### src/rtl/vga_timing_pkg.sv
`default_nettype none
// ============================================================================
//  Module      : vga_timing_pkg
//  Description : 640x480@60 Hz raster timing constants, derived sync window
//                bounds, rgb field positions and PMOD pin reset value.
//  Revision    : 1.0  initial release
// ============================================================================
package vga_timing_pkg;

  localparam int CNT_W = 10;

  // Base raster timing, in pixel clocks (horizontal) and lines (vertical)
  localparam logic [CNT_W-1:0] H_ACTIVE = 10'd640;
  localparam logic [CNT_W-1:0] H_FP     = 10'd16;
  localparam logic [CNT_W-1:0] H_SYNC   = 10'd96;
  localparam logic [CNT_W-1:0] H_BP     = 10'd48;
  localparam logic [CNT_W-1:0] V_ACTIVE = 10'd480;
  localparam logic [CNT_W-1:0] V_FP     = 10'd10;
  localparam logic [CNT_W-1:0] V_SYNC   = 10'd2;
  localparam logic [CNT_W-1:0] V_BP     = 10'd33;

  // Derived totals and half-open sync windows [START, END)
  localparam logic [CNT_W-1:0] H_TOTAL  = H_ACTIVE + H_FP + H_SYNC + H_BP;
  localparam logic [CNT_W-1:0] V_TOTAL  = V_ACTIVE + V_FP + V_SYNC + V_BP;
  localparam logic [CNT_W-1:0] HS_START = H_ACTIVE + H_FP;
  localparam logic [CNT_W-1:0] HS_END   = HS_START + H_SYNC;
  localparam logic [CNT_W-1:0] VS_START = V_ACTIVE + V_FP;
  localparam logic [CNT_W-1:0] VS_END   = VS_START + V_SYNC;

  // Bit positions inside the 6-bit {R[1:0],G[1:0],B[1:0]} colour word
  localparam int RGB_R1 = 5;
  localparam int RGB_R0 = 4;
  localparam int RGB_G1 = 3;
  localparam int RGB_G0 = 2;
  localparam int RGB_B1 = 1;
  localparam int RGB_B0 = 0;

  // Pins idle: both syncs deasserted (high), colour black
  localparam logic [7:0] UO_RESET = 8'b1000_1000;

endpackage
`default_nettype wire

### src/rtl/vga_pmod_pack.sv
`default_nettype none
// ============================================================================
//  Module      : vga_pmod_pack
//  Description : Registered TinyVGA PMOD output stage. Blanks colour outside
//                the active area and registers sync and colour on the same
//                edge so they stay aligned at the pins.
//                Pin order (bit7..0): {hsync,B0,G0,R0,vsync,B1,G1,R1}
//  Revision    : 1.0  initial release
// ============================================================================
module vga_pmod_pack
  import vga_timing_pkg::*;
(
  input  logic       clk,
  input  logic       rst_n,
  input  logic       hsync_raw,
  input  logic       vsync_raw,
  input  logic       active,
  input  logic [5:0] rgb_in,
  output logic [7:0] uo_out
);

  logic [5:0] colour;
  logic [7:0] uo_d;
  logic [7:0] uo_q;

  // Gate colour to black in blanking and scatter bits onto the PMOD pin order
  always_comb begin
    colour = active ? rgb_in : 6'd0;
    uo_d   = {hsync_raw,
              colour[RGB_B0], colour[RGB_G0], colour[RGB_R0],
              vsync_raw,
              colour[RGB_B1], colour[RGB_G1], colour[RGB_R1]};
  end

  // Single output register: all eight pins change on the same edge
  always_ff @(posedge clk or negedge rst_n) begin
    if (!rst_n) begin
      uo_q <= UO_RESET;
    end else begin
      uo_q <= uo_d;
    end
  end

  assign uo_out = uo_q;

endmodule
`default_nettype wire

### src/rtl/vga_timing_gen.sv
`default_nettype none
// ============================================================================
//  Module      : vga_timing_gen
//  Description : 640x480@60 Hz raster timing source. Free-running h/v
//                counters, combinational x/y/active/next_frame decodes and
//                a registered PMOD pin driver.
//                Optional macro VGA_FRAME_CNT_EN: when defined, frame_cnt
//                counts next_frame pulses (mod 256); otherwise it is tied 0.
//  Revision    : 1.0  initial release
// ============================================================================
module vga_timing_gen
  import vga_timing_pkg::*;
(
  input  logic             clk,
  input  logic             rst_n,
  output logic [CNT_W-1:0] x,
  output logic [CNT_W-1:0] y,
  output logic             active,
  output logic             next_frame,
  input  logic [5:0]       rgb_in,
  output logic [7:0]       uo_out,
  output logic [7:0]       frame_cnt
);

  logic [CNT_W-1:0] h_cnt_d, h_cnt_q;
  logic [CNT_W-1:0] v_cnt_d, v_cnt_q;
  logic             hsync_raw;
  logic             vsync_raw;

  // Next-count logic: h wraps every line, v advances only on the h wrap
  always_comb begin
    h_cnt_d = h_cnt_q + 10'd1;
    v_cnt_d = v_cnt_q;
    if (h_cnt_q == H_TOTAL - 10'd1) begin
      h_cnt_d = '0;
      if (v_cnt_q == V_TOTAL - 10'd1) begin
        v_cnt_d = '0;
      end else begin
        v_cnt_d = v_cnt_q + 10'd1;
      end
    end
  end

  // Raster position registers
  always_ff @(posedge clk or negedge rst_n) begin
    if (!rst_n) begin
      h_cnt_q <= '0;
      v_cnt_q <= '0;
    end else begin
      h_cnt_q <= h_cnt_d;
      v_cnt_q <= v_cnt_d;
    end
  end

  // Position decodes, valid in the same cycle as the counters
  always_comb begin
    x          = h_cnt_q;
    y          = v_cnt_q;
    active     = (h_cnt_q < H_ACTIVE) && (v_cnt_q < V_ACTIVE);
    next_frame = (h_cnt_q == '0) && (v_cnt_q == V_ACTIVE);
    hsync_raw  = !((h_cnt_q >= HS_START) && (h_cnt_q < HS_END));
    vsync_raw  = !((v_cnt_q >= VS_START) && (v_cnt_q < VS_END));
  end

`ifdef VGA_FRAME_CNT_EN
  logic [7:0] frame_cnt_d, frame_cnt_q;

  // Advance once per frame, on the vblank-start pulse
  always_comb begin
    frame_cnt_d = frame_cnt_q + {7'd0, next_frame};
  end

  // Frame counter register
  always_ff @(posedge clk or negedge rst_n) begin
    if (!rst_n) begin
      frame_cnt_q <= '0;
    end else begin
      frame_cnt_q <= frame_cnt_d;
    end
  end

  assign frame_cnt = frame_cnt_q;
`else
  assign frame_cnt = 8'd0;
`endif

  vga_pmod_pack u_pmod_pack (
    .clk       (clk),
    .rst_n     (rst_n),
    .hsync_raw (hsync_raw),
    .vsync_raw (vsync_raw),
    .active    (active),
    .rgb_in    (rgb_in),
    .uo_out    (uo_out)
  );

endmodule
`default_nettype wire

### config.mk
export PLATFORM = sky130hd
export DESIGN_NAME = vga_timing_gen
export DESIGN_NICKNAME = d
export VERILOG_FILES = /design/src/rtl/vga_timing_pkg.sv /design/src/rtl/vga_pmod_pack.sv /design/src/rtl/vga_timing_gen.sv
export SDC_FILE = /design/constraint.sdc
export NUM_CORES = 1
export LEC_CHECK = 0
export CAP_MARGIN = 20
export CORE_MARGIN = 4
export CORE_UTILIZATION = 48
export CTS_BUF_LIST = sky130_fd_sc_hd__clkbuf_8
export CTS_CLUSTER_SIZE = 20
export DETAILED_ROUTE_END_ITERATION = 16
export GPL_TIMING_DRIVEN = 0
export PLACE_DENSITY = 0.85
export SLEW_MARGIN = 40
export SYNTH_ARGS = -nofsm -noshare
export SYNTH_HDL_FRONTEND = slang
export SYNTH_SLANG_ARGS = --single-unit
export TNS_END_PERCENT = 100
### constraint.sdc
create_clock -name clk -period 1.6 [get_ports clk]
set_input_delay 0.4 -clock clk [delete_from_list [all_inputs] [get_ports clk]]
set_output_delay 0.4 -clock clk [all_outputs]
set_load 0.01 [all_outputs]
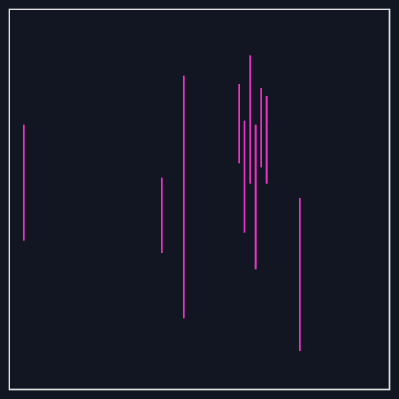
Figure 1: signal wires on met4.
(6 px per um)
share of all routed wire: 4.0%
longest straight run: 40.1 um
nets with wire on the layer: 10
Via Count: 1,421
drt total wl: 5010 um

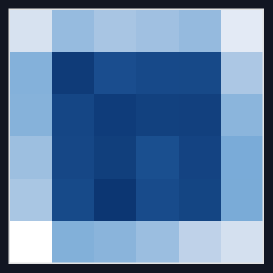
Figure 2: cell area per tile.
(4 px per um) 6 x 6 tiles, from white (low) to dark blue (high), 0 to 100% covered.
fullest tile: 98%
densest ninth of the die: center
tiles over 75% full: 44%
mean over tiles: 60%

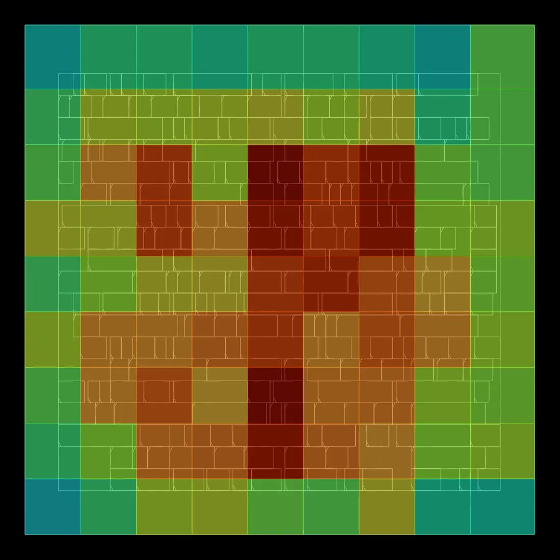
Figure 3: congestion heat map.
most used routing layer: met2
met2 usage: 40.8%
wire per inst: 19.7 um
Util after Layout: 86.4%

==> flow_summary.json <==
{
  "status": "finished, violations left",
  "violations": "negative setup slack",
  "largest_area_cell": "dfrtp_1",
  "grt_max_degree": 29,
  "area_growth_pct": 67.6,
  "required_ps": 1200,
  "logic_gate_count": 92,
  "report.final.hold_viol_count": 0,
  "comb_share_pct": 33.1,
  "ys_seq_share_pct": 48.2,
  "hold_path_class": "in2async",
  "relSlewSlack_pct": 58.9,
  "grt_first_pass_wirelength_um": 7160,
  "synth_flops": 28,
  "p_sw_mw": 0.270,
  "wl_met1_um": 1880,
  "clk_pin_slew_ps": 100,
  "postCtsHoldBufs": 0,
  "cts_setup_buffers": 36,
  "intPower_mw": 0.978,
  "clkLatencyLatePin_ps": 280,
  "chip_area_um2": 3990,
  "seq_area_um2": 718,
  "synth_cell_types": 36,
  "tightest_slew_ps": 617,
  "critical_path.max_fanout": 3,
  "use_met1_pct": 26.3,
  "synth_area_um2": 1460,
  "dr_wl_met2_um": 2630,
  "endpoint": "next_frame",
  "grt_pass1_vias": 1464,
  "ff2ff_path_depth": 7,
  "crit_path_end_kind": "output pin",
  "drt_iter0_markers": 86,
  "r2r-end": "y[3]",
  "dominant_cells": "multi-input combinational cells",
  "p_per_area_nw_per_um2": 511,
  "tritoncts": "yes",
  "layout_top_cell": "buf_4",
  "ant_nets": 0,
  "vias_per_cell": 5.57,
  "reg2reg_from": "y[0]",
  "nWellTaps": 31,
  "p_leak_nw": 1.30,
  "worst_slack_ps": -448,
  "p_sw_share_pct": 21.6,
  "ys_sh_xor_pct": 7.80,
  "grt_use_met3_pct": 4.62,
  "period_used_pct": 128,
  "p_clk_mw": 0.452,
  "rows": 19,
  "synth_warnings": 0,
  "synthMuxAreaShare_pct": 0,
  "antenna_found_initial": 0,
  "comb_area_um2": 808,
  "period_minus_slack_ps": 2050,
  "fmax_ghz": 0.488,
  "yosysMostFrequentCell": "dfrtp_1",
  "combPwrFrac_pct": 6.4,
  "rsz0062_at_grt": "true",
  "yosys_cells": 129,
  "n_sequential_cell": 28,
  "grtUsageTotal_pct": 22.7,
  "finalPower_mw": 1.25,
  "yosys-top-cells-area": "dfrtp_1, xnor2_1, buf_4, nand3_1, dfstp_2",
  "synthArstFlopShare_pct": 100,
  "cts.repair.resized": 50,
  "cts.path.max_buffers": 2,
  "syn_inst": 129,
  "lay_top_cells": "buf_4, dlygate4sd2_1, dfrtp_1",
  "die_width_um": 63.1,
  "synth.avg_cell_area_um2": 11.3,
  "cts-root-buf": "clkbuf_8",
  "setup_viol": 5,
  "compound_area_share_pct": 3.34,
  "pg_comb_mw": 0.0796,
  "ys_top_cells_by_count": "dfrtp_1, nand3_1, nor2_1, xnor2_1, buf_4",
  "path_cells": "inv_1, ha_4, nor4b_2, and4_1, buf_2",
  "crit_slowest_cell": "dfrtp_1"
}
